--- src/rtl/bram_test_ctrl.sv ---
// bram_test_ctrl: writes an address-derived pattern through RAM port A, reads it
// back through port B and reports the mismatch count and first failing address.
module bram_test_ctrl #(
   parameter int                ADDR_W  = 9,
   parameter int                DATA_W  = 16,
   parameter logic [DATA_W-1:0] PATTERN = 16'hA5A5
) (
   input  logic              clk,
   input  logic              rst,
   input  logic              start,
   output logic              wea,
   output logic [ADDR_W-1:0] addra,
   output logic [DATA_W-1:0] dina,
   output logic [ADDR_W-1:0] addrb,
   input  logic [DATA_W-1:0] doutb,
   output logic              busy,
   output logic              done,
   output logic              pass,
   output logic [ADDR_W:0]   err_cnt,
   output logic [ADDR_W-1:0] err_addr
);
   localparam logic [2:0] S_IDLE  = 3'd0;
   localparam logic [2:0] S_WRITE = 3'd1;
   localparam logic [2:0] S_READ  = 3'd2;
   localparam logic [2:0] S_CHECK = 3'd3;
   localparam logic [2:0] S_DONE  = 3'd4;

   localparam logic [ADDR_W-1:0] LAST_ADDR = '1;

   logic [2:0]        state_q,     state_d;
   logic              wea_q,       wea_d;
   logic [ADDR_W-1:0] addra_q,     addra_d;
   logic [DATA_W-1:0] dina_q,      dina_d;
   logic [ADDR_W-1:0] addrb_q,     addrb_d;
   logic              vld_p1_q,    vld_p1_d;
   logic [ADDR_W-1:0] addr_p1_q,   addr_p1_d;
   logic [ADDR_W:0]   err_cnt_q,   err_cnt_d;
   logic [ADDR_W-1:0] err_addr_q,  err_addr_d;
   logic              first_err_q, first_err_d;
   logic              mismatch;

   function automatic logic [DATA_W-1:0] exp_word(input logic [ADDR_W-1:0] a);
      return DATA_W'(a) ^ PATTERN;
   endfunction

   // The read pipeline stage lines up the address with the RAM's one-cycle read latency.
   assign mismatch = vld_p1_q && (doutb != exp_word(addr_p1_q));

   always_comb begin
      state_d     = state_q;
      wea_d       = wea_q;
      addra_d     = addra_q;
      dina_d      = dina_q;
      addrb_d     = addrb_q;
      err_cnt_d   = err_cnt_q;
      err_addr_d  = err_addr_q;
      first_err_d = first_err_q;
      vld_p1_d    = (state_q == S_READ);
      addr_p1_d   = addrb_q;

      if (mismatch) begin
         err_cnt_d = err_cnt_q + (ADDR_W+1)'(1);
         if (!first_err_q) begin
            err_addr_d  = addr_p1_q;
            first_err_d = 1'b1;
         end
      end

      case (state_q)
         S_IDLE, S_DONE: begin
            if (start) begin
               state_d     = S_WRITE;
               wea_d       = 1'b1;
               addra_d     = '0;
               dina_d      = exp_word('0);
               err_cnt_d   = '0;
               err_addr_d  = '0;
               first_err_d = 1'b0;
            end
         end
         S_WRITE: begin
            if (addra_q == LAST_ADDR) begin
               state_d = S_READ;
               wea_d   = 1'b0;
               addrb_d = '0;
            end else begin
               addra_d = addra_q + ADDR_W'(1);
               dina_d  = exp_word(addra_q + ADDR_W'(1));
            end
         end
         S_READ: begin
            if (addrb_q == LAST_ADDR) state_d = S_CHECK;
            else                      addrb_d = addrb_q + ADDR_W'(1);
         end
         S_CHECK: state_d = S_DONE;
         default: state_d = S_IDLE;
      endcase
   end

   always_ff @(posedge clk) begin
      if (rst) begin
         state_q     <= S_IDLE;
         wea_q       <= 1'b0;
         addra_q     <= '0;
         dina_q      <= '0;
         addrb_q     <= '0;
         vld_p1_q    <= 1'b0;
         addr_p1_q   <= '0;
         err_cnt_q   <= '0;
         err_addr_q  <= '0;
         first_err_q <= 1'b0;
      end else begin
         state_q     <= state_d;
         wea_q       <= wea_d;
         addra_q     <= addra_d;
         dina_q      <= dina_d;
         addrb_q     <= addrb_d;
         vld_p1_q    <= vld_p1_d;
         addr_p1_q   <= addr_p1_d;
         err_cnt_q   <= err_cnt_d;
         err_addr_q  <= err_addr_d;
         first_err_q <= first_err_d;
      end
   end

   assign wea      = wea_q;
   assign addra    = addra_q;
   assign dina     = dina_q;
   assign addrb    = addrb_q;
   assign busy     = (state_q == S_WRITE) || (state_q == S_READ) || (state_q == S_CHECK);
   assign done     = (state_q == S_DONE);
   assign pass     = done && (err_cnt_q == '0);
   assign err_cnt  = err_cnt_q;
   assign err_addr = err_addr_q;
endmodule

--- config.mk ---
export PLATFORM = sky130hd
export DESIGN_NAME = bram_test_ctrl
export DESIGN_NICKNAME = d
export VERILOG_FILES = /design/src/rtl/bram_test_ctrl.sv
export SDC_FILE = /design/constraint.sdc
export NUM_CORES = 1
export LEC_CHECK = 0
export CAP_MARGIN = 25
export CORE_MARGIN = 5
export CORE_UTILIZATION = 35
export CTS_BUF_LIST = sky130_fd_sc_hd__clkbuf_4
export DETAILED_ROUTE_END_ITERATION = 7
export SLEW_MARGIN = 20
export SYNTH_ARGS = -nofsm -noshare
export SYNTH_HDL_FRONTEND = slang
export SYNTH_SLANG_ARGS = --single-unit
--- constraint.sdc ---
create_clock -name clk -period 2.7 [get_ports clk]
set_input_delay 0.54 -clock clk [delete_from_list [all_inputs] [get_ports clk]]
set_output_delay 0.54 -clock clk [all_outputs]
set_load 0.1 [all_outputs]
Fig. 1: signal wires on met1
The bar under the picture is 20 um long. Supply wires on this layer in gray.
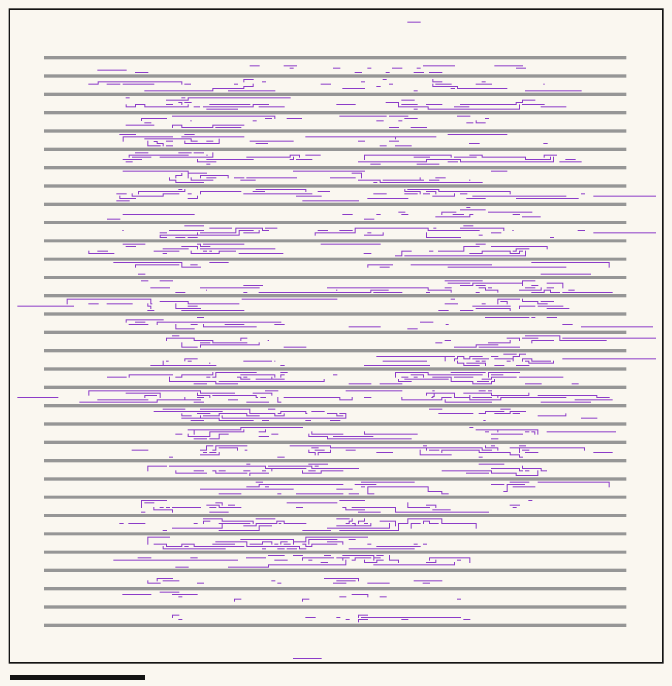
The layer carries 2830 um of wire. 357 nets have wire on it. The layer holds 46% of the routed length.

Fig. 2: signal wires on met2
Cells faint in the background.
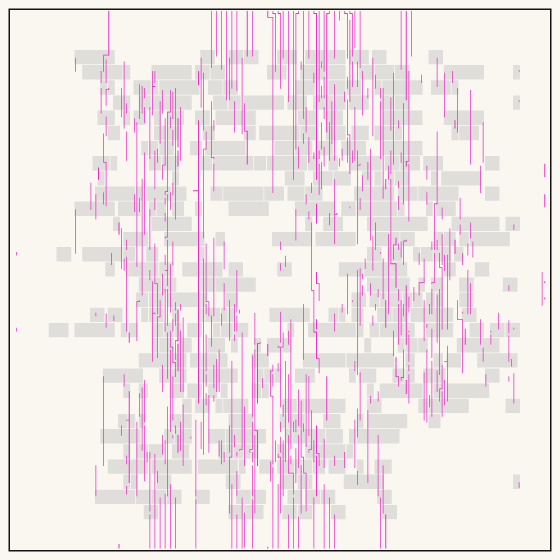
The layer carries 3010 um of wire. The wires run mostly vertical. The longest straight run is 50.7 um.
met2 GRT Util: 0.221
DRT Wirelength: 6200 um
via count: 2190

Fig. 3: met3 routing
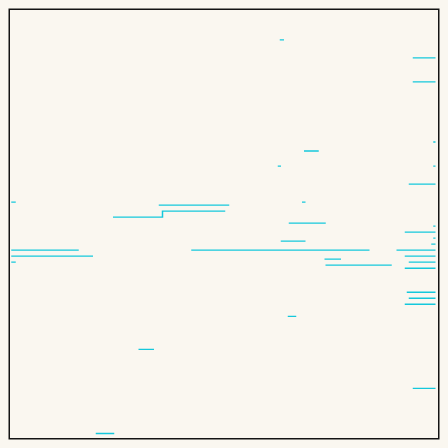
The wires run mostly horizontal. The longest straight run is 40.0 um. The layer carries 236 um of wire. 28 nets have wire on it.

==> run_results.csv <==
group,metric,value,unit
global_routing,grt_pass1_wl,10700,um
clock_network,cts.path.max_buffers,2,
power_and_ir_drop,p_int,1.23,mW
synth,yosys_cells,295,
final_timing,finalHoldViolations,0,
synth,yosysUniqueCellTypes,46,
synth,xor_share,0.0763,
setup_path,max_stage_delay,0.46,ns
detailed_routing,first_pass_iters,4,
final_timing,skew,0.0126,ns
hold_path,holdCritPathClass,"flip-flop to flip-flop",
layout,fin_area,3490,sq um
clock_network,cts_sinks,58,
floorplan,tapCellCount,99,
synth,netlist_area,2640,sq um
clock_network,cts_htree_levels,3,
layout,comb_share,0.385,
power_and_ir_drop,pwr-share-clk,0.339,
clock_network,cts_setup_buffers,0,
outcome,outcome,"completed",
global_routing,grt_max_degree,25,
synth,ys_ff,58,
power_and_ir_drop,finalPower,1.76,mW
power_and_ir_drop,pwr-share-comb,0.164,
setup_path,crit_required,2.16,ns
layout,inv_count,8,
Fig. 4: cells colored by class
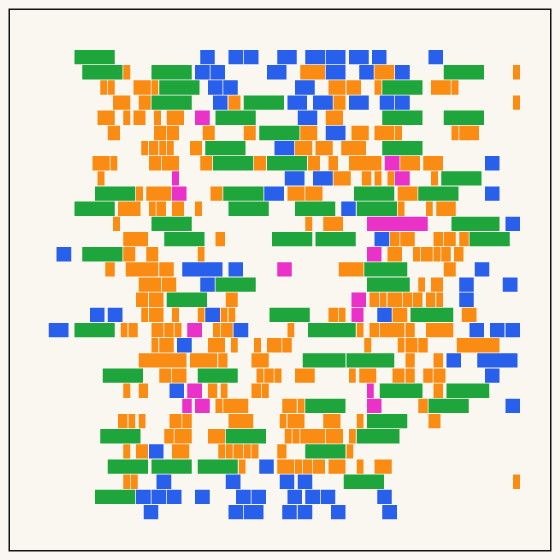
Magenta is clock drivers and dummy loads, cells 16, share of their area 3.9%. Green is flops, cells 58, share of their area 35%. Orange is combinational and other logic, cells 217, share of their area 41%. Blue is other buffers and delay cells, cells 81, share of their area 20%.

Fig. 5: congestion heat map
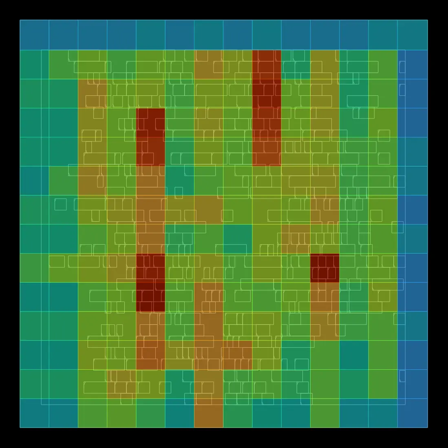
final core occ: 0.479
busiest grt layer: met2
M3 GR Usage: 0.0331
WL/cell: 13.2 um
met1 Usage GRT: 0.169

[cells in the mapped netlist, types with 2 or more instances]
cell / count
nand3b_1: 2
ha_1: 6
nand4_1: 8
nor4_1: 2
buf_2: 6
nand2_1: 20
and3_1: 2
o21ai_0: 11
o31ai_1: 3
a21oi_1: 16
mux2i_1: 9
xor2_1: 15
xnor2_1: 8
buf_4: 12
clkbuf_1: 4
a211oi_1: 3
or3_1: 7
nor2b_1: 8
nand3_1: 9
or4_1: 3
nor3b_1: 3
nor2_1: 44
dfxtp_1: 58
nor3_1: 3
nand2b_1: 5
inv_1: 8
[power by group through the flow]
stage	sequential (mW)	clock (mW)	combinational [mW]
after floorplan	0.981	0	0.135
after global placement	0.895	0	0.288
after detailed placement	0.896	0	0.290
after CTS	0.876	0.618	0.290
after global routing	0.877	0.658	0.303
final	0.875	0.596	0.288
[registers in the layout, summed over array words and instances (netlist names)]
signal and count:
addr_p1_q 9, first_err_q 1, dina 6, vld_p1_q 1, err_cnt 10, wea 1, addrb 9, err_addr 9
addra 9, state_q 3
[worst paths after layout]
kind | start | endpoint | slack (ns) | cells after the start
setup / recovery | state_q[0]$_SDFFE_PP0P_ | pass | 0.20 | 5
hold / removal | first_err_q$_SDFF_PP0_ | first_err_q$_SDFF_PP0_ | 0.48 | 2
setup reg to reg | addra[0]$_SDFFE_PP0P_ | addra[2]$_SDFFE_PP0P_ | 0.31 | 9
hold reg to reg | first_err_q$_SDFF_PP0_ | first_err_q$_SDFF_PP0_ | 0.48 | 2
[routing by layer]
metal,track usage,up-vias,wire [um]
met3,0.0331,11,235
met2,0.221,40,3010
li1,-,1149,-
met5,0,-,0
met4,0.0778,0,123
met1,0.169,990,2830
Power and IR drop assume default switching activity.
